--- src/rtl/bus_decoder_pkg.sv ---
// Shared definitions for the bus_decoder block: FSM state encoding,
// default address-window constants and the window decode helper.
package bus_decoder_pkg;

  typedef enum logic [1:0] {
    ST_IDLE   = 2'd0,
    ST_ACTIVE = 2'd1,
    ST_DONE   = 2'd2
  } state_e;

  localparam logic [15:0] DEF_SRAM_TOP  = 16'h7FFF;
  localparam logic [15:0] DEF_IO_BASE   = 16'hA000;
  localparam logic [15:0] DEF_IO_TOP    = 16'hAFFF;
  localparam logic [15:0] DEF_ROM_BASE  = 16'hC000;
  localparam logic [15:0] DEF_PAGE_ADDR = 16'hBFFF;

  typedef struct packed {
    logic sram;
    logic io;
    logic rom;
  } sel_t;

  // Priority-ordered so that overlapping windows can never raise two selects.
  function automatic sel_t decode_addr(input logic [15:0] addr,
                                       input logic [15:0] sram_top,
                                       input logic [15:0] io_base,
                                       input logic [15:0] io_top,
                                       input logic [15:0] rom_base);
    sel_t s;
    s = '0;
    if (addr <= sram_top)                        s.sram = 1'b1;
    else if ((addr >= io_base) && (addr <= io_top)) s.io = 1'b1;
    else if (addr >= rom_base)                   s.rom  = 1'b1;
    return s;
  endfunction

endpackage

--- src/rtl/bus_decoder_sync2.sv ---
// Two-flop synchronizer for signals arriving asynchronously to the clock.
module sync2 #(
  parameter int WIDTH = 1
) (
  input  logic             clk_i,
  input  logic             rst_i,
  input  logic [WIDTH-1:0] d_i,
  output logic [WIDTH-1:0] q_o
);

  logic [WIDTH-1:0] stage1_q;
  logic [WIDTH-1:0] stage2_q;

  // Two back-to-back flops; stage2 is the metastability-settled value.
  always_ff @(posedge clk_i) begin
    if (rst_i) begin
      stage1_q <= '0;
      stage2_q <= '0;
    end else begin
      stage1_q <= d_i;
      stage2_q <= stage1_q;
    end
  end

  assign q_o = stage2_q;

endmodule

--- src/rtl/bus_decoder.sv ---
// bus_decoder: address decoder and bus-cycle tracker for an asynchronous
// E-strobe CPU bus. Selects are registered; during a bus cycle they are
// frozen and a one-clock o_cycle_done marks the end of every cycle.
// Optional feature: define PAGE_REG_EN to add a 4-bit SRAM page register
// written at PAGE_ADDR; without it o_page is constant zero.
module bus_decoder
  import bus_decoder_pkg::*;
#(
  parameter logic [15:0] SRAM_TOP  = DEF_SRAM_TOP,
  parameter logic [15:0] IO_BASE   = DEF_IO_BASE,
  parameter logic [15:0] IO_TOP    = DEF_IO_TOP,
  parameter logic [15:0] ROM_BASE  = DEF_ROM_BASE,
  parameter logic [15:0] PAGE_ADDR = DEF_PAGE_ADDR
) (
  input  logic        i_clk,
  input  logic        i_reset,
  input  logic        i_E,
  input  logic        i_RW,
  input  logic [15:0] i_addr,
  input  logic [7:0]  i_data,
  output logic        o_sram_ce,
  output logic        o_rom_ce,
  output logic        o_io_ce,
  output logic [3:0]  o_page,
  output logic        o_cycle_done
);

  logic [1:0]  sync_q;
  logic        e_s;
  logic        rw_s;
  logic        e_d3_q;
  logic        e_rise;
  logic        e_fall;
  state_e      state_q;
  sel_t        sel_d;
  sel_t        sel_q;
  logic        done_q;
  logic [15:0] addr_cap_q;
  logic        rw_cap_q;

  sync2 #(.WIDTH(2)) u_sync (
    .clk_i (i_clk),
    .rst_i (i_reset),
    .d_i   ({i_E, i_RW}),
    .q_o   (sync_q)
  );

  assign e_s  = sync_q[1];
  assign rw_s = sync_q[0];

  // Third copy of E for edge detection.
  always_ff @(posedge i_clk) begin
    if (i_reset) e_d3_q <= 1'b0;
    else         e_d3_q <= e_s;
  end

  assign e_rise = e_s & ~e_d3_q;
  assign e_fall = ~e_s & e_d3_q;

  // Combinational window decode of the live address; the page register
  // address is carved out so it never raises a select.
  always_comb begin
    sel_d = decode_addr(i_addr, SRAM_TOP, IO_BASE, IO_TOP, ROM_BASE);
`ifdef PAGE_REG_EN
    if (i_addr == PAGE_ADDR) sel_d = '0;
`endif
  end

  // Bus-cycle FSM: track the address in IDLE, freeze in ACTIVE, pulse in DONE.
  always_ff @(posedge i_clk) begin
    if (i_reset) begin
      state_q <= ST_IDLE;
      sel_q   <= '0;
      done_q  <= 1'b0;
    end else begin
      case (state_q)
        ST_IDLE: begin
          sel_q      <= sel_d;
          addr_cap_q <= i_addr;
          rw_cap_q   <= rw_s;
          done_q     <= 1'b0;
          // A glitch seen as rise and fall together is not a bus cycle.
          if (e_rise && !e_fall) state_q <= ST_ACTIVE;
        end
        ST_ACTIVE: begin
          if (e_fall) begin
            state_q <= ST_DONE;
            done_q  <= 1'b1;
          end
        end
        ST_DONE: begin
          done_q  <= 1'b0;
          state_q <= ST_IDLE;
        end
        default: begin
          state_q <= ST_IDLE;
          done_q  <= 1'b0;
        end
      endcase
    end
  end

  assign o_sram_ce    = sel_q.sram;
  assign o_io_ce      = sel_q.io;
  assign o_rom_ce     = sel_q.rom;
  assign o_cycle_done = done_q;

`ifdef PAGE_REG_EN
  logic [3:0] page_q;
  logic       unused_data_hi;

  // Page register loads on the completion of a write to PAGE_ADDR.
  always_ff @(posedge i_clk) begin
    if (i_reset) begin
      page_q <= 4'h0;
    end else if ((state_q == ST_DONE) && (addr_cap_q == PAGE_ADDR) && !rw_cap_q) begin
      page_q <= i_data[3:0];
    end
  end

  assign o_page         = page_q;
  assign unused_data_hi = ^i_data[7:4];
`else
  logic unused_page_inputs;

  assign o_page             = 4'h0;
  assign unused_page_inputs = ^{i_data, PAGE_ADDR, addr_cap_q, rw_cap_q};
`endif

endmodule

--- config.mk ---
export PLATFORM = sky130hd
export DESIGN_NAME = bus_decoder
export DESIGN_NICKNAME = d
export VERILOG_FILES = /design/src/rtl/bus_decoder_pkg.sv /design/src/rtl/bus_decoder_sync2.sv /design/src/rtl/bus_decoder.sv
export SDC_FILE = /design/constraint.sdc
export NUM_CORES = 1
export LEC_CHECK = 0
export ABC_CLOCK_PERIOD_IN_PS = 1400
export CORE_AREA = 2 2 39 41
export DETAILED_ROUTE_END_ITERATION = 16
export DIE_AREA = 0 0 41 43
export PLACE_DENSITY = 0.79
export SLEW_MARGIN = 20
export SYNTH_ARGS = -nofsm -noshare
export SYNTH_HDL_FRONTEND = slang
export SYNTH_SLANG_ARGS = --single-unit
--- constraint.sdc ---
create_clock -name i_clk -period 1.4 [get_ports i_clk]
set_input_delay 0.28 -clock i_clk [delete_from_list [all_inputs] [get_ports i_clk]]
set_output_delay 0.28 -clock i_clk [all_outputs]
set_load 0.1 [all_outputs]
run_1/wires.png
Two of the layers only.
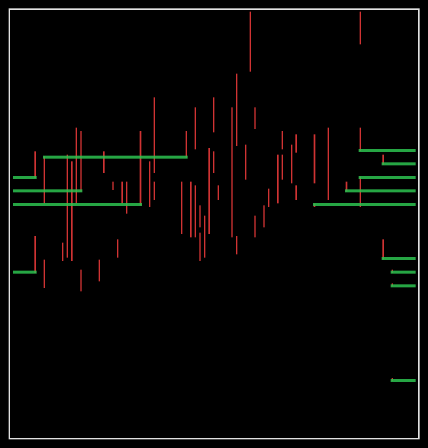
legend:
  green:
    layer: metal 3
    wire_length: 78.1 um
  red:
    layer: metal 2
    wire_length: 208 um
vias: 262
GRT Util Overall: 0.0767
total wire length: 520 um
Wirelength per Cell: 8.00 um

run_1/io_placement.png
Bar = 10 um. Pins as bars across the die edge, other pins in gray.
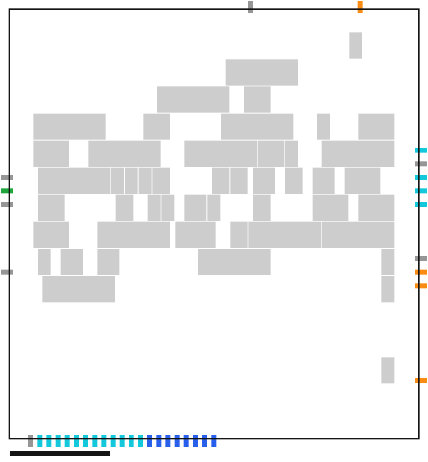
legend:
  cyan:
    port: i_addr
    pins: 16
    direction: input
    edge: 12 south, 4 east
  blue:
    port: i_data
    pins: 8
    direction: input
    edge: south
  green:
    port: o_cycle_done
    pins: 1
    direction: output
    edge: west
  orange:
    port: o_page
    pins: 4
    direction: output
    edge: 3 east, 1 north
all pins by edge: 21 south, 9 east, 4 west, 2 north
Die Ht: 43 um
Die Wd: 41 um
IO buf count: 10

run_1/congestion.png
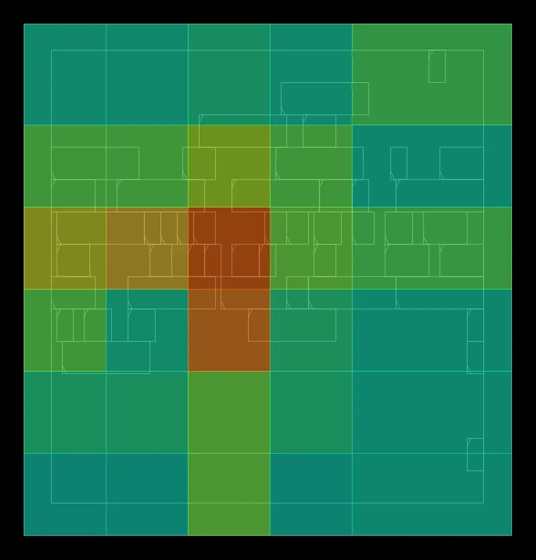
gr busiest metal: met2
grt met2 use: 0.0969

run_1/logic_types.png
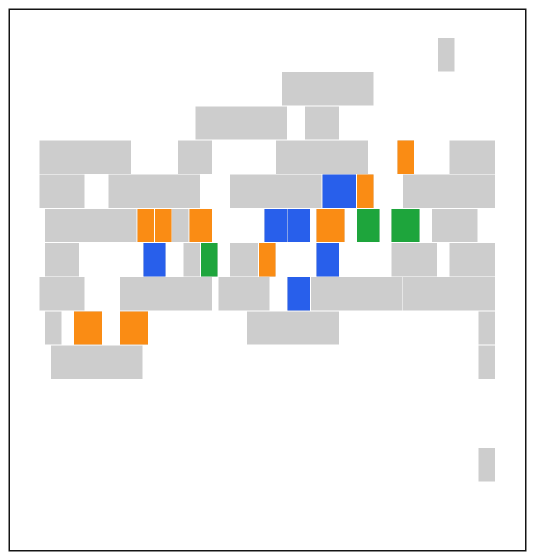
legend:
  blue:
    family: aoi and oai cells
    cells: 6
    where: center
  green:
    family: nand cells
    cells: 3
  orange:
    family: nor cells
    cells: 9
most numerous logic cell after layout: dfxtp_1
post-route non-filler standard cell count: 65
Comb area share: 0.247

==> flow_summary.toml, run 1 <==
# implementation run metrics
[run_status]
outcome = "complete, no violations"

[global_routing]
grt_max_degree = 8
overflow = 0
grt_pass1_vias = 225

[critical_path]
critPathMaxFanout = 2
reg2regPathDepth = 3
critPathKind = "reg -> out"
cp-end-kind = "output pin"

[detailed_routing]
drc = 0
dr.pass1.iters = 1
drtAntennaViolNets = 0

[floorplan]
num_io_pins = 36

[layout]
layout-drive-gt1-share = 0.184
syn2layout_area_growth_pct = 51.0

[logic_synthesis]
ys_top_logic_family = "simple AND/OR/NAND/NOR gates"
ys_cells = 36
synth_area_um2 = 329

[power_and_ir_drop]
cellLeakagePower_uw = 0.000193

[timing]
finalCritPeriodShare = 0.791
fmax_mhz = 903
drv_slew = 0

[clock_tree]
clockBufferDepth = 2
post_cts_resize_count = 0
run 1: area by class of cell:
cell class | count | area (um^2) | area share
multi-input combinational | 24 | 123 | 0.247
clock buffer | 4 | 26.3 | 0.0529
inverter | 2 | 7.51 | 0.0151
timing repair buffer | 10 | 140 | 0.282
sequential | 9 | 180 | 0.363
tap | 16 | 20.0 | 0.0403
run 1: Yosys cell counts:
| cell type | instances | area (um^2) |
|---|---|---|
| maj3_2 | 1 | 11.3 |
| a21oi_1 | 3 | 15.0 |
| a211oi_1 | 1 | 7.51 |
| and2_1 | 1 | 6.26 |
| nor2b_1 | 2 | 12.5 |
| nand4_1 | 1 | 6.26 |
| nor3_1 | 1 | 5.00 |
| conb_1 | 1 | 3.75 |
| nand2_1 | 1 | 3.75 |
| nand3_1 | 1 | 5.00 |
| buf_4 | 4 | 30.0 |
| nor2_1 | 5 | 18.8 |
| inv_1 | 2 | 7.51 |
| dfxtp_1 | 9 | 180 |
| o21ai_0 | 2 | 10.0 |
| nor2_2 | 1 | 6.26 |
run 1: worst max path at each step:
stage	slack (ns)	depth (start not counted)	endpoint	start
after CTS	0.28	1	o_cycle_done	o_cycle_done
after floorplan	0.07	2	o_io_ce	o_io_ce
after global placement	0.16	4	state_q[1]	i_reset
final	0.29	1	o_cycle_done	o_cycle_done
after global routing	0.27	1	o_cycle_done	o_cycle_done
after detailed placement	0.12	4	state_q[1]	i_reset
run 1: power groups by stage:
| stage | clock network [uW] | registers (uW) | logic [uW] |
|---|---|---|---|
| after CTS | 207 | 273 | 129 |
| after global placement | 0 | 278 | 128 |
| final | 193 | 273 | 128 |
| after detailed placement | 0 | 279 | 128 |
| after floorplan | 0 | 305 | 69.3 |
| after global routing | 215 | 274 | 134 |
run 1: flip-flops by register name (all words and copies together) (netlist names):
register	flops
o_sram_ce	1
e_d3_q	1
o_cycle_done	1
u_sync.stage1_q	1
u_sync.q_o	1
o_io_ce	1
o_rom_ce	1
state_q	2
run 1: cell families (layout without fill, tap and decap cells):
| kind of cell | count (synthesis) | count (layout) |
|---|---|---|
| and+or+nand+nor | 13 | 13 |
| DFF | 9 | 9 |
| AOI/OAI and AO/OA | 6 | 6 |
| buffers and inverters | 6 | 16 |
| adders and majority gates | 1 | 1 |
| other | 1 | 4 |
run 1: per-stage QoR:
step	setup slack [ns]	hold slack (ns)	std cells	total power [uW]	instance area [um^2]
final	0.293	0.436	65	594	497
after global routing	0.269	0.446	65	623	497
after CTS	0.281	0.443	65	608	497
after detailed placement	0.122	0.430	61	407	470
after global placement	0.156	0.419	61	406	470
after floorplan	0.0692	0.347	39	374	340
run 1: per-layer routing:
metal | track usage | vias to the layer above | part of all wire
li1 | - | 134 | -
met1 | 0.0752 | 113 | 0.45
met2 | 0.0969 | 15 | 0.40
met3 | 0.0838 | 0 | 0.15
met4 | 0.0400 | 0 | 0
met5 | 0 | - | 0
run_1/sizes.png
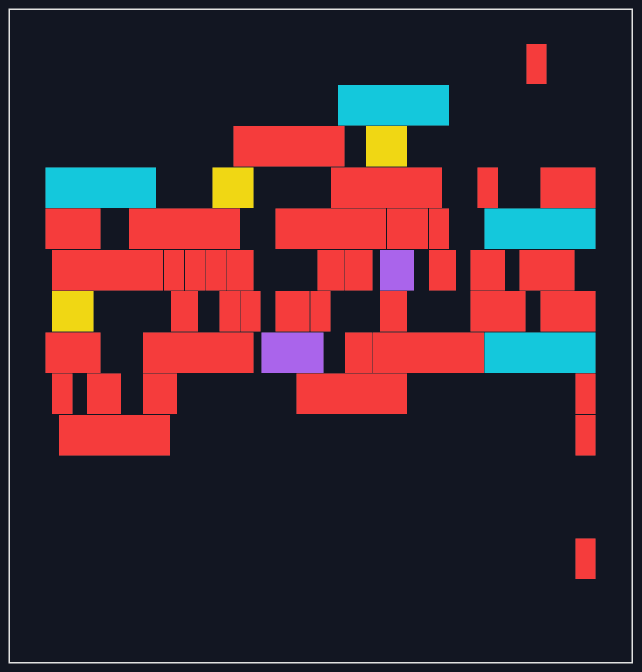

==> run 2: changes to the inputs <==
Settings changed: ABC_CLOCK_PERIOD_IN_PS 1400 to 900, CORE_AREA 2 2 39 41 to not set, CORE_MARGIN set to 2, CORE_UTILIZATION set to 23, DIE_AREA 0 0 41 43 to not set, PLACE_DENSITY 0.79 to 0.77.
Clock period 1.4 ns to 0.9 ns, I/O delays scaled along.
run_2/sizes.png
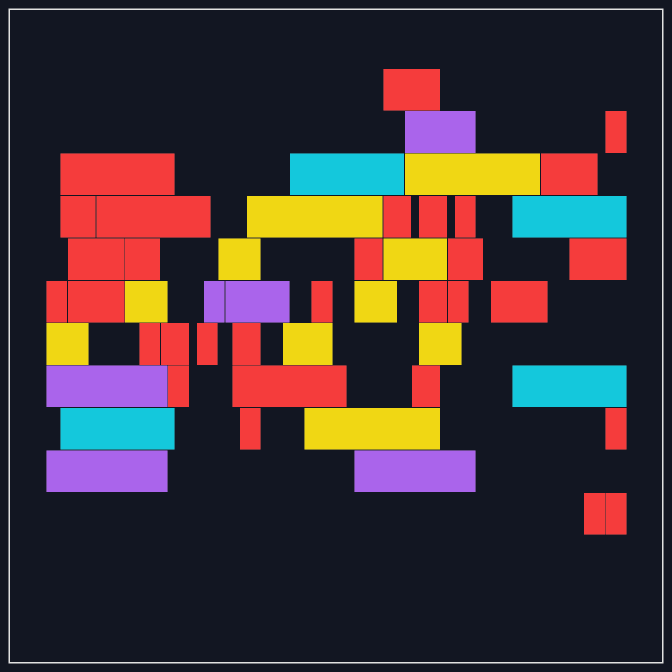
legend:
  red:
    size: _0 and _1 cells
    cells: 31
    share: 61%
  purple:
    size: _2 cells
    cells: 6
    share: 12%
  yellow:
    size: _3 and _4 cells
    cells: 10
    share: 20%
  cyan:
    size: _6 and larger
    cells: 4
    share: 7.8%
worst setup margin: -0.0623 ns
Area Overhead vs Synth: 63.5%
Non-clock buffers: 12

==> run 2 against run 1 <==
Net effect:
- the flow now finishes with violations (negative setup slack)
- critical path depth stayed put
- clock skew increased by 0.0043 ns
- area after synthesis stayed put
- cell count grew 1.5%
- sequential share of layout area is essentially flat
- wire length is 11% higher
- global-route usage up 0.051 points
- core utilization is 4.9 points higher
- clock power grew 59%
- largest cell class unchanged
- largest power group unchanged
==> flow_summary.toml, run 2 <==
# implementation run metrics
[placement]
portBuffers = 10
dpl_worst_slack_ns = -0.167

[run_status]
outcome = "complete, but fails checks"
failed_checks = "negative setup slack"

[layout]
final-comb-area_um2 = 135
top_register = "state_q"
ff_latch_area_um2 = 195
final_cells = 66
layout-drive-gt1-share = 0.392

[global_routing]
grt_use_met1 = 0.0818
grt-busiest-layer = "met2"
grtUsageTotal = 0.0772
grt_use_met3 = 0.0696

[critical_path]
critPathMaxFanout = 2

[detailed_routing]
vias = 270

[logic_synthesis]
synthArstFlopShare = 0
top_cells_by_count = "dfxtp_1 (9), nor2_1 (5), buf_4 (4)"
edf_count = 0

[timing]
worst_slack_ns = -0.0623
drv_slew = 0
setup_viol = 4
run_2/io_placement.png
Bar = 10 um. Pins as bars across the die edge, other pins in gray.
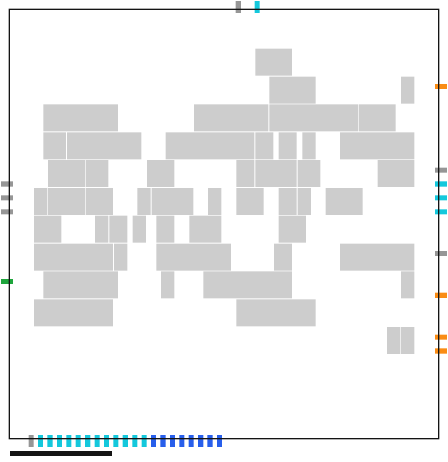
legend:
  orange:
    port: o_page
    pins: 4
    direction: output
    edge: east
  green:
    port: o_cycle_done
    pins: 1
    direction: output
    edge: west
  cyan:
    port: i_addr
    pins: 16
    direction: input
    edge: 12 south, 3 east, 1 north
  blue:
    port: i_data
    pins: 8
    direction: input
    edge: south
Die Ht: 41.8 um
Die Wd: 41.8 um

run 2: cell types whose count changed in the layout (fill, tap and decap cells not counted), moves of 2 or more:
cell     delta
dfxtp_1     -6
dfxtp_2     +3
dfxtp_4     +3
buf_4       +2
run 2: what timing repair did:
| action | 4_1_cts | 5_1_grt |
|---|---|---|
| gates cloned | 0 | 0 |
| setup buffers | 0 | 0 |
| pin swaps | 0 | 3 |
| hold endpoints to repair | 0 | 0 |
| gates resized | 2 | 5 |
| setup endpoints to repair | 5 | 8 |
run 2: metal layers:
metal	share of wire	vias up
met5	0	-
met1	0.42	117
met4	0	0
li1	-	138
met2	0.44	15
met3	0.14	0
run 2: cell type report:
| cell class | instances | share of cell area |
|---|---|---|
| clock buffers | 4 | 0.0488 |
| inverters | 2 | 0.0140 |
| multi-input cells | 24 | 0.251 |
| flip-flops and latches | 9 | 0.363 |
| well taps | 15 | 0.0349 |
| repair buffers | 12 | 0.288 |
run 2: kinds of logic after synthesis:
kind of cell    count (synthesis)
flops                           9
other cells                     1
simple gates                   13
buf+inv                         6
compound gates                  6
fa+ha+maj                       1
run 2: stage by stage:
stage                     utilization  setup TNS (ns)
after global placement          0.375          -0.841
final                           0.408          -0.242
after detailed placement        0.375          -0.974
after CTS                       0.397          -0.292
after global routing            0.408          -0.350
after floorplan                     -         -0.0981
run 2: worst paths after layout:
kind	startpoint	depth (start not counted)	to	slack, ns
worst max register to register	state_q[0]	2	state_q[0]	0.02
worst max-delay path	o_rom_ce	1	o_rom_ce	-0.06
worst min-delay path	e_d3_q	2	state_q[1]	0.44
worst min register to register	e_d3_q	2	state_q[1]	0.44
run 2: power breakdown:
part / leakage, uW / switching [uW] / total [uW] / internal [uW]
Sequential: 0.0000771 / 13.3 / 423 / 410
Clock: 0.0000150 / 136 / 307 / 171
Combinational: 0.000118 / 143 / 213 / 69.3
==> run 3: changes to the inputs <==
Settings changed: CTS_CLUSTER_DIAMETER set to 120.
run_3/logic_types.png
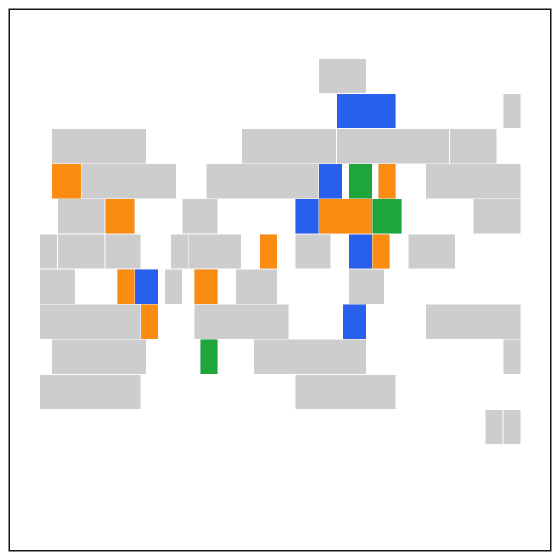
legend:
  blue:
    family: aoi and oai cells
    cells: 6
  orange:
    family: nor cells
    cells: 9
  green:
    family: nand cells
    cells: 3
most numerous logic cell after layout: clkdlybuf4s50_1
post-route non-filler standard cell count: 66

==> run 3 against run 2 <==
Net effect:
- the flow still finishes with violations (negative setup slack)
- die area unchanged
- final area is the same
- combinational power about the same
- total power unchanged
- sequential cell count is the same
- hold slack unchanged
- wire length unchanged
- non-clock buffer count is the same
- cell count did not move
- critical endpoint unchanged
- sequential power about the same
- largest power group unchanged
- maximum frequency is the same
- area after synthesis unchanged
==> flow_summary.toml, run 3 <==
# implementation run metrics
[layout]
lay_top_cells = "clkdlybuf4s50_1 (6), nor2_1 (5), conb_1 (4), buf_12 (4)"
layout-drive-gt1-share = 0.392
top_register = "state_q"
syn2layout_area_growth_pct = 63.5

[critical_path]
critical_path_arrival_ns = 0.78
critPathMaxFanout = 2
crit_chain = "buf_12"
reg2regPathDepth = 2
r2r_end = "state_q[0]"
critical_path.top_delay_family = "flip-flops"
reg2reg_from = "state_q[0]"
reg2reg_setup_slack_ns = 0.02

[logic_synthesis]
topCellsByArea = "dfxtp_1 (55%), buf_4 (9.1%), nor2_1 (5.7%), a21oi_1 (4.6%), nor2b_1 (3.8%)"
ys_seq_frac = 0.548
synthArstFlopShare = 0
ys_cells = 36
edf_count = 0
top_cells_by_count = "dfxtp_1 (9), nor2_1 (5), buf_4 (4)"

[power_and_ir_drop]
pwr-share-comb = 0.226
p_switching_uw = 293
sw_frac_of_total = 0.311
seq_power_share = 0.449
internal_power_uw = 650
clkPwrFrac = 0.325

[timing]
finalCritPeriodShare = 1.07
worst_slack_ns = -0.0623
finalClockSkew_ns = 0.00805
drv_slew = 0
setup_viol = 4

[global_routing]
grt_max_degree = 6

[floorplan]
dieHeight_um = 41.8
die_width_um = 41.8

[run_status]
outcome = "complete, but fails checks"
failed_checks = "negative setup slack"

[detailed_routing]
drt_iter0_markers = 5
vias = 270

[placement]
portBuffers = 10

[clock_tree]
clockBufferDepth = 2
clock_sinks = 9
cts_setup_buffers = 0

[min_path]
min_path_cells = 2
min_to = "state_q[1]"
min_from = "e_d3_q"

[job]
max-cap-violations = 0
run_3/congestion.png
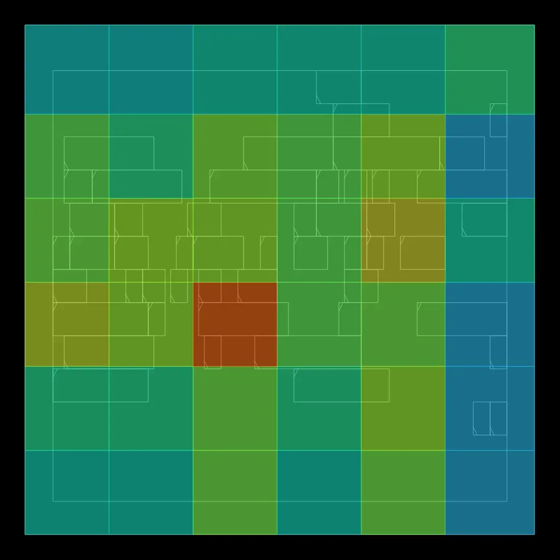
grt met2 use: 0.113
GRT Util Overall: 0.0772

[run 3: cell counts after synthesis]
No cell type changed its count.
[run 3: per-stage QoR]
stage / TNS, ns / power, uW / util / setup WS [ns]
after floorplan: -0.0981 / 581 / - / -0.0981
after global routing: -0.350 / 981 / 0.408 / -0.0914
after global placement: -0.841 / 637 / 0.375 / -0.128
after CTS: -0.292 / 952 / 0.397 / -0.0749
final: -0.242 / 942 / 0.408 / -0.0623
after detailed placement: -0.974 / 639 / 0.375 / -0.167
[run 3: cell families (layout without fill, tap and decap cells)]
kind of cell	count (synthesis)	in the layout	synth area share
DFF	9	9	0.548
other	1	4	0.0114
adders and majority gates	1	1	0.0342
AOI/OAI and AO/OA	6	6	0.0989
buffers and inverters	6	18	0.114
and+or+nand+nor	13	13	0.194
[run 3: layer usage]
layer	part of all wire	GRT usage	vias to the layer above	wire length, um
met5	0	0	-	0
met4	0	0.0194	0	0
met3	0.14	0.0696	0	82
met2	0.44	0.113	15	251
met1	0.42	0.0818	117	241
li1	-	-	138	-
[run 3: power groups by stage]
| stage | Sequential [uW] | Combinational, uW | Clock, uW |
|---|---|---|---|
| after floorplan | 473 | 108 | 0 |
| after global placement | 431 | 206 | 0 |
| after detailed placement | 432 | 206 | 0 |
| after CTS | 424 | 207 | 321 |
| after global routing | 425 | 221 | 336 |
| final | 423 | 213 | 307 |
[run 3: area by class of cell]
type,instances,area [um^2]
Inverter,2,7.51
Sequential cell,9,195
Timing Repair Buffer,12,155
Tap cell,15,18.8
Multi-Input combinational cell,24,135
Fill cell,126,779
Clock buffer,4,26.3
[run 3: how the worst max path moves through the flow]
stage / start / end / slack, ns / cells past startpoint
after floorplan: o_io_ce / o_io_ce / -0.1 / 2
after global placement: i_reset / o_sram_ce / -0.13 / 3
after detailed placement: i_addr[14] / o_io_ce / -0.17 / 4
after CTS: o_io_ce / o_io_ce / -0.07 / 1
after global routing: o_io_ce / o_io_ce / -0.09 / 1
final: o_rom_ce / o_rom_ce / -0.06 / 1
[run 3: what timing repair did]
action	CTS	global route
endpoints found under the setup margin	5	8
resized	2	5
pin swaps	0	3
No activity file was given, so power comes from the tool's default toggle rates.
